**Floorplan with the power grid**

Bar = 10 µm. Pins as bars on the die edge. Tap cells in gray.
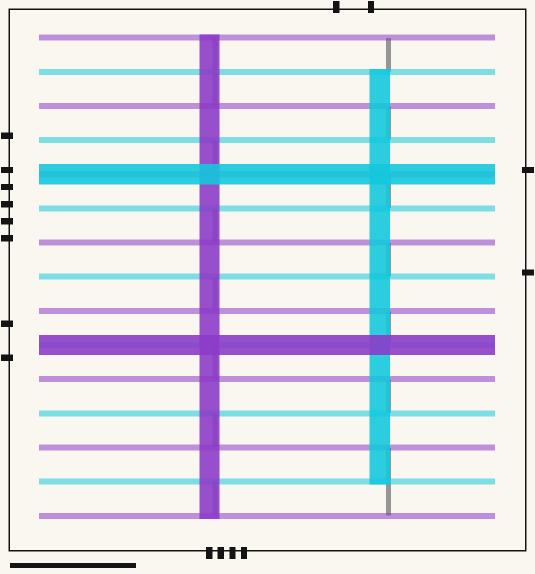
**I/O nets highlighted**

Bar = 10 µm.
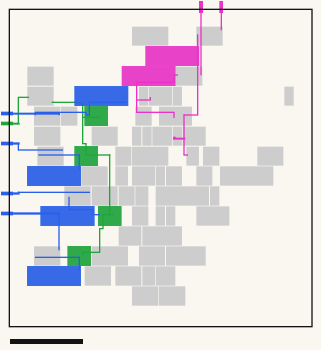
### src/rtl/dm_demux_pkg.sv
// rtl/dm_demux_pkg.sv - shared constants and types for the 1-to-4 demux latch
package dm_demux_pkg;

  localparam int CH_NUM = 4;
  localparam int SEL_W  = 2;

  localparam logic MODE_ADDR = 1'b0;
  localparam logic MODE_SEQ  = 1'b1;

  // Pointer value at which a sequential frame is complete
  localparam logic [SEL_W-1:0] PTR_LAST = SEL_W'(CH_NUM - 1);

  typedef enum logic [1:0] {
    IDLE = 2'd0,
    FILL = 2'd1,
    DONE = 2'd2
  } seq_state_t;

endpackage

### src/rtl/dm_demux_seq.sv
// rtl/dm_demux_seq.sv - sequential write pointer and frame FSM
module dm_demux_seq
  import dm_demux_pkg::*;
(
  input  logic             i_clk,
  input  logic             i_rst,
  input  logic             i_wr,
  input  logic             i_mode,
  output logic [SEL_W-1:0] o_tgt,
  output logic [SEL_W-1:0] o_ptr,
  output logic             o_frame
);

  seq_state_t       r_state;
  logic [SEL_W-1:0] r_ptr;
  logic             r_frame;
  logic             r_mode_q;
  logic             w_mode_chg;

  // A mode switch restarts the sequence, so a write in that cycle lands on channel 0
  assign w_mode_chg = (i_mode != r_mode_q);
  assign o_tgt      = w_mode_chg ? '0 : r_ptr;
  assign o_ptr      = r_ptr;
  assign o_frame    = r_frame;

  // Pointer counter, frame FSM and one-cycle frame pulse
  always_ff @(posedge i_clk) begin
    if (i_rst) begin
      r_state  <= IDLE;
      r_ptr    <= '0;
      r_frame  <= 1'b0;
      r_mode_q <= MODE_ADDR;
    end else begin
      r_mode_q <= i_mode;
      r_frame  <= 1'b0;
      if (w_mode_chg) begin
        if (i_mode == MODE_SEQ && i_wr) begin
          r_ptr   <= SEL_W'(1);
          r_state <= FILL;
        end else begin
          r_ptr   <= '0;
          r_state <= IDLE;
        end
      end else if (i_mode == MODE_SEQ) begin
        if (i_wr) begin
          if (r_ptr == PTR_LAST) begin
            r_ptr   <= '0;
            r_state <= DONE;
            r_frame <= 1'b1;
          end else begin
            r_ptr   <= r_ptr + SEL_W'(1);
            r_state <= FILL;
          end
        end else if (r_state == DONE) begin
          r_state <= IDLE;
        end
      end
    end
  end

endmodule

### src/rtl/dm_demux_latch.sv
// rtl/dm_demux_latch.sv - 1-to-4 addressable demux latch; DM_DEMUX_PARITY_EN enables PAR
module dm_demux_latch
  import dm_demux_pkg::*;
(
  input  logic              i_clk,
  input  logic              i_rst,
  input  logic              i_g,
  input  logic              i_a,
  input  logic              i_b,
  input  logic              i_d,
  input  logic              i_mode,
  input  logic              i_clr,
  output logic [CH_NUM-1:0] o_y,
  output logic [SEL_W-1:0]  o_ptr,
  output logic              o_frame,
  output logic              o_par
);

  logic [CH_NUM-1:0] r_y;
  logic [CH_NUM-1:0] w_y_nxt;
  logic [SEL_W-1:0]  w_seq_tgt;
  logic [SEL_W-1:0]  w_tgt;
  logic              w_wr;

  assign w_wr = ~i_g;

  dm_demux_seq u_seq (
    .i_clk   (i_clk),
    .i_rst   (i_rst),
    .i_wr    (w_wr),
    .i_mode  (i_mode),
    .o_tgt   (w_seq_tgt),
    .o_ptr   (o_ptr),
    .o_frame (o_frame)
  );

  assign w_tgt = (i_mode == MODE_SEQ) ? w_seq_tgt : {i_b, i_a};

  // Next latch contents: clear wipes the other channels, a strobe updates the target
  always_comb begin
    w_y_nxt = r_y;
    if (i_clr) begin
      w_y_nxt = '0;
      if (w_wr) w_y_nxt[w_tgt] = i_d;
    end else if (w_wr) begin
      w_y_nxt[w_tgt] = i_d;
    end
  end

  // Latch array register
  always_ff @(posedge i_clk) begin
    if (i_rst) r_y <= '0;
    else       r_y <= w_y_nxt;
  end

  assign o_y = r_y;

`ifdef DM_DEMUX_PARITY_EN
  logic r_par;

  // Parity tracks the value being loaded so it lines up with Y
  always_ff @(posedge i_clk) begin
    if (i_rst) r_par <= 1'b0;
    else       r_par <= ^w_y_nxt;
  end

  assign o_par = r_par;
`else
  assign o_par = 1'b0;
`endif

endmodule

### config.mk
export PLATFORM = sky130hd
export DESIGN_NAME = dm_demux_latch
export DESIGN_NICKNAME = d
export VERILOG_FILES = /design/src/rtl/dm_demux_pkg.sv /design/src/rtl/dm_demux_seq.sv /design/src/rtl/dm_demux_latch.sv
export SDC_FILE = /design/constraint.sdc
export NUM_CORES = 1
export LEC_CHECK = 0
export CAP_MARGIN = 5
export CORE_AREA = 2 2 39 41
export CTS_BUF_LIST = sky130_fd_sc_hd__clkbuf_8
export DETAILED_ROUTE_END_ITERATION = 10
export DIE_AREA = 0 0 41 43
export PLACE_DENSITY = 0.69
export RECOVER_POWER = 25
export SKIP_CTS_REPAIR_TIMING = 1
export SYNTH_ARGS = -nofsm -noshare
export SYNTH_HDL_FRONTEND = slang
export SYNTH_HIERARCHICAL = 1
export SYNTH_SLANG_ARGS = --single-unit
### constraint.sdc
create_clock -name i_clk -period 4.8 [get_ports i_clk]
set_input_delay 0.96 -clock i_clk [delete_from_list [all_inputs] [get_ports i_clk]]
set_output_delay 0.96 -clock i_clk [all_outputs]
set_load 0.01 [all_outputs]
==> run summary <==
The implementation run finished. At the later pin of the worst-skew pair, clock insertion delay measures roughly 0.24 ns. The clock net in this run drives a total of 8 sinks. For reference, the mux area share after synthesis is 0.0879. Required time of the worst setup path landed at 4.96 ns. For this run, the detailed router reports a per-instance via density of 5.21. Number of global-route vias before repair landed at 406. Portion of synthesized cell area occupied by the leading cell type landed at 0.352. After detailed routing, the total wire length is 975 µm. Reported net switching power landed at 0.0464 mW. Post-detailed-route count of antenna-violating nets landed at 0. The OpenROAD report gives the critical path a data arrival time of 3.01 ns. The setup path with the least slack is of type primary input to flop.

Cell leakage power landed at 0.267 nW. Post-route period utilization is reported as 0.593. Average footprint of a synthesized cell landed at around 9.3 µm². Setup repair after global routing left no endpoint under its margin. STA classifies the critical path endpoint as a flop. The switching portion of total power comes to 0.249. Logged for this run, the post-placement worst setup slack is 1.81 ns. Summed over all nets, the half-perimeter wirelength after detailed placement is 677 µm. Looking at the clock tree report, the root buffer type is sky130_fd_sc_hd__clkbuf_8.

The detailed router finished its first iteration with 5 violations. On the worst setup and hold paths after CTS, the clock-pin slew comes to about 0.040 ns. The initialized floorplan defines 14 standard-cell rows. The power report attributes to the combinational group a share of 0.169.

In this run the number of H-tree levels came out at 1. Minimum clock period after layout landed at 2.85 ns. Synthesized-area fraction occupied by ao, oa, aoi and oai cells landed at 0.143. In the synthesized netlist, the cells that appear most often are sky130_fd_sc_hd__dfxtp_1 (8), sky130_fd_sc_hd__inv_1 (5), sky130_fd_sc_hd__mux2i_1 (4), sky130_fd_sc_hd__nor2_1 (4), sky130_fd_sc_hd__or3b_2 (4). TritonCTS built the clock tree.

Proportion of register bits with asynchronous set or reset after synthesis landed at 0. Maximum clock insertion buffer count landed at 2. Yosys synthesis chip area landed at 455 µm². Routability-driven placement finished with a final weighted congestion of 0.823.

Iteration count of the initial detailed-routing pass landed at 4. The commonest register cell is sky130_fd_sc_hd__dfxtp_1. Number of synthesized register bits landed at 8. Final worst slack landed at 1.95 ns. TritonRoute reported its final design rule violation total as 0. Post-route non-filler standard cell count landed at 81. Post-synthesis cell count from yosys landed at ~50. The share of the Yosys chip area taken by registers is 0.352. Number of pins with negative max-slew slack in the final report landed at 0. For this sky-water flow run, the detailed-routed wirelength per cell is reported as 12.0 µm.

The layout summary lists the proportion of cells stronger than drive strength 1 as 0.169. Final-layout setup total negative slack landed at 0 ns. In this run, the synthesized area fraction spent on xor and xnor cells is recorded as 0. The type recorded for the worst min-delay path is flop to flop. The worst setup path is launched from a primary input. Count of maximum capacitance violations landed at 0.

Hold violation count in the final report landed at 0. The synthesized netlist occupies a cell area of 455 µm². Per the synthesis report, the simple-gate share of the synthesized area is 0.297. Of the total power, the clock network draws 0.451. Total of warnings raised by yosys landed at 6. Detailed routing inserted a total of 422 vias. Total number of warnings across the stage logs landed at 26. Starting density of the core landed at 0.329. Number of synthesized flops with an enable pin landed at 0.

In the post-synthesis netlist, the cell with the most instances is sky130_fd_sc_hd__dfxtp_1. After detailed placement, the design holds a cell count of 78. Power density over the cells landed at 287 nW/µm². Maximum fanout count along the critical path landed at 9. After synthesis, the cell types taking the most area are sky130_fd_sc_hd__dfxtp_1 (35%), sky130_fd_sc_hd__mux2i_1 (8.8%), sky130_fd_sc_hd__or3b_2 (7.7%), sky130_fd_sc_hd__ha_1 (5.5%), sky130_fd_sc_hd__a31oi_1 (4.1%). The last timing report of the flow puts the setup violation total at 0. The cell-mix breakdown from Yosys lists the adder-cell area share as 0.0549. Maximum number of pins on one net before global-route repair landed at 10. Derived from the worst setup path, the maximum achievable clock frequency is 0.351 GHz. Synthesis handed over a netlist of 49 instances. The finished design was reported to have a net count of just under 80. Overall track demand over capacity in global routing landed at 0.140. The number of different library cells used by synthesis comes to 24.

Cell internal power was estimated by the tool at between 0.1 and 0.15 mW. The flow ran to the end, and the final reports show no timing, DRC or antenna violations. Number of fill cells landed at 130. Area of the die landed at 1760 µm². 0 antenna diodes ended up in the layout.

After synthesis, the largest family of logic cells by area is simple AND/OR/NAND/NOR gates. Synthesis produced a netlist with a net count of between 50 and 60. The final timing report lists clock skew as between 0.005 and 0.006 ns. The synthesized design spends more area on one cell type than any other, namely sky130_fd_sc_hd__dfxtp_1.

Number of buffers created by CTS landed at 3. The first global-routing pass estimated about 1600 µm of wire. The power report attributes to the sequential group a share of 0.379.

Global routing finished with a remaining overflow of 0. Number of antenna violations at the first check in global routing landed at 0. From synthesis to final layout, the design area changed by 42.6%.
-- 'floorplan with the power grid' (at the start) --
legend:
  purple:
    net: VSS
  cyan:
    net: VDD
rows: 14
met1 rails: 15
signal pins: 16
met5 straps: 2
die boundary height: 43 µm
maximum vdd ir drop: 0.148 mV
width of the chip: 41 µm
Core Box Area: 1380 µm²

-- 'I/O nets highlighted' (at the start) --
legend:
  blue:
    port: o_y
    bits: 4
    direction: output
    edge: west
    end_cells: 4
    buffers: 4
    wire: 72.1 µm
  magenta:
    port: o_ptr
    bits: 2
    direction: output
    edge: north
    end_cells: 2
    buffers: 2
    wire: 49.9 µm
  green:
    port: i_clr
    bits: 1
    direction: input
    edge: west
    end_cells: 4
    buffers: 1
    wire: 40.6 µm
# IOs: 16
Port Buffers: 14

-- path summary, 6_finish.rpt --
check / endpoint / slack [ns] / cells after the start / from
worst min register to register: u_seq/o_ptr[1]$_SDFFE_PP0P_ / 0.54 / 2 / u_seq/o_ptr[1]$_SDFFE_PP0P_
worst max-delay path: o_y[1]$_SDFFE_PP0P_ / 1.95 / 7 / i_mode
worst min-delay path: u_seq/o_ptr[1]$_SDFFE_PP0P_ / 0.54 / 2 / u_seq/o_ptr[1]$_SDFFE_PP0P_
worst max register to register: o_y[1]$_SDFFE_PP0P_ / 3.19 / 6 / u_seq/r_mode_q$_SDFF_PP0_
-- metrics by stage --
stage                util  hold slack, ns  power, mW  area [µm²]
detailed placement  0.439           0.525      0.103         608
finish              0.469           0.543      0.186         649
global placement    0.439           0.531      0.102         608
CTS                 0.469           0.537      0.188         649
global route        0.469           0.559      0.194         649
floorplan               -           0.532     0.0882         455
-- power groups by stage --
stage	logic, mW	registers, mW	clock network (mW)
after floorplan	0.0156	0.0726	0
after global placement	0.0305	0.0718	0
after detailed placement	0.0308	0.0718	0
after CTS	0.0317	0.0707	0.0856
after global routing	0.0344	0.0709	0.0883
final	0.0315	0.0706	0.0840
-- state kept, by name (all words and copies together), names as in the netlist --
register / flops
o_y: 4
u_seq/o_frame: 1
u_seq/r_mode_q: 1
u_seq/o_ptr: 2
-- layout make-up --
class | count | area [µm²] | share of cell area
Inverter | 5 | 18.8 | 0.0289
Tap cell | 16 | 20.0 | 0.0308
Sequential cell | 8 | 160 | 0.247
Multi-Input combinational cell | 35 | 269 | 0.414
Clock buffer | 3 | 41.3 | 0.0636
Timing Repair Buffer | 14 | 140 | 0.216
-- kinds of logic after synthesis --
logic type / Yosys count
compound gates: 9
fa+ha+maj: 2
buf+inv: 6
flops: 8
mux: 4
other cells: 1
simple gates: 19
-- cells in the final DEF, fill, tap and decap left out, drive strengths merged --
cell and instances:
and3 1, conb 1, nor2b 2, a32oi 1
dfxtp 8, o21bai 1, nor4 1, ha 2
clkdlybuf4s50 11, o21ai 1, nand2b 2, inv 5
mux2i 4, nor4b 2, a21oi 2, and2b 1
or3b 4, dlygate4sd3 3, nand3 1, nor2 4
a221oi 1, nand3b 1, a31oi 3, clkbuf 3
-- layer usage --
metal / wire length [µm] / global-route usage / vias up
li1: - / - / 208
met1: 382 / 0.140 / 185
met2: 498 / 0.225 / 25
met3: 79 / 0.0471 / 4
met4: 14 / 0.100 / 0
met5: 0 / 0 / -
-- worst max-delay path, cell delays in order --
cell,delay [ns]
sky130_fd_sc_hd__dlygate4sd3_1,0.70
sky130_fd_sc_hd__inv_1,0.10
sky130_fd_sc_hd__ha_1,0.38
sky130_fd_sc_hd__nor2b_1,0.22
sky130_fd_sc_hd__and2b_2,0.25
sky130_fd_sc_hd__a31oi_1,0.19
sky130_fd_sc_hd__mux2i_1,0.20
Power figures rest on the tool's default switching activity, not on a simulated workload.
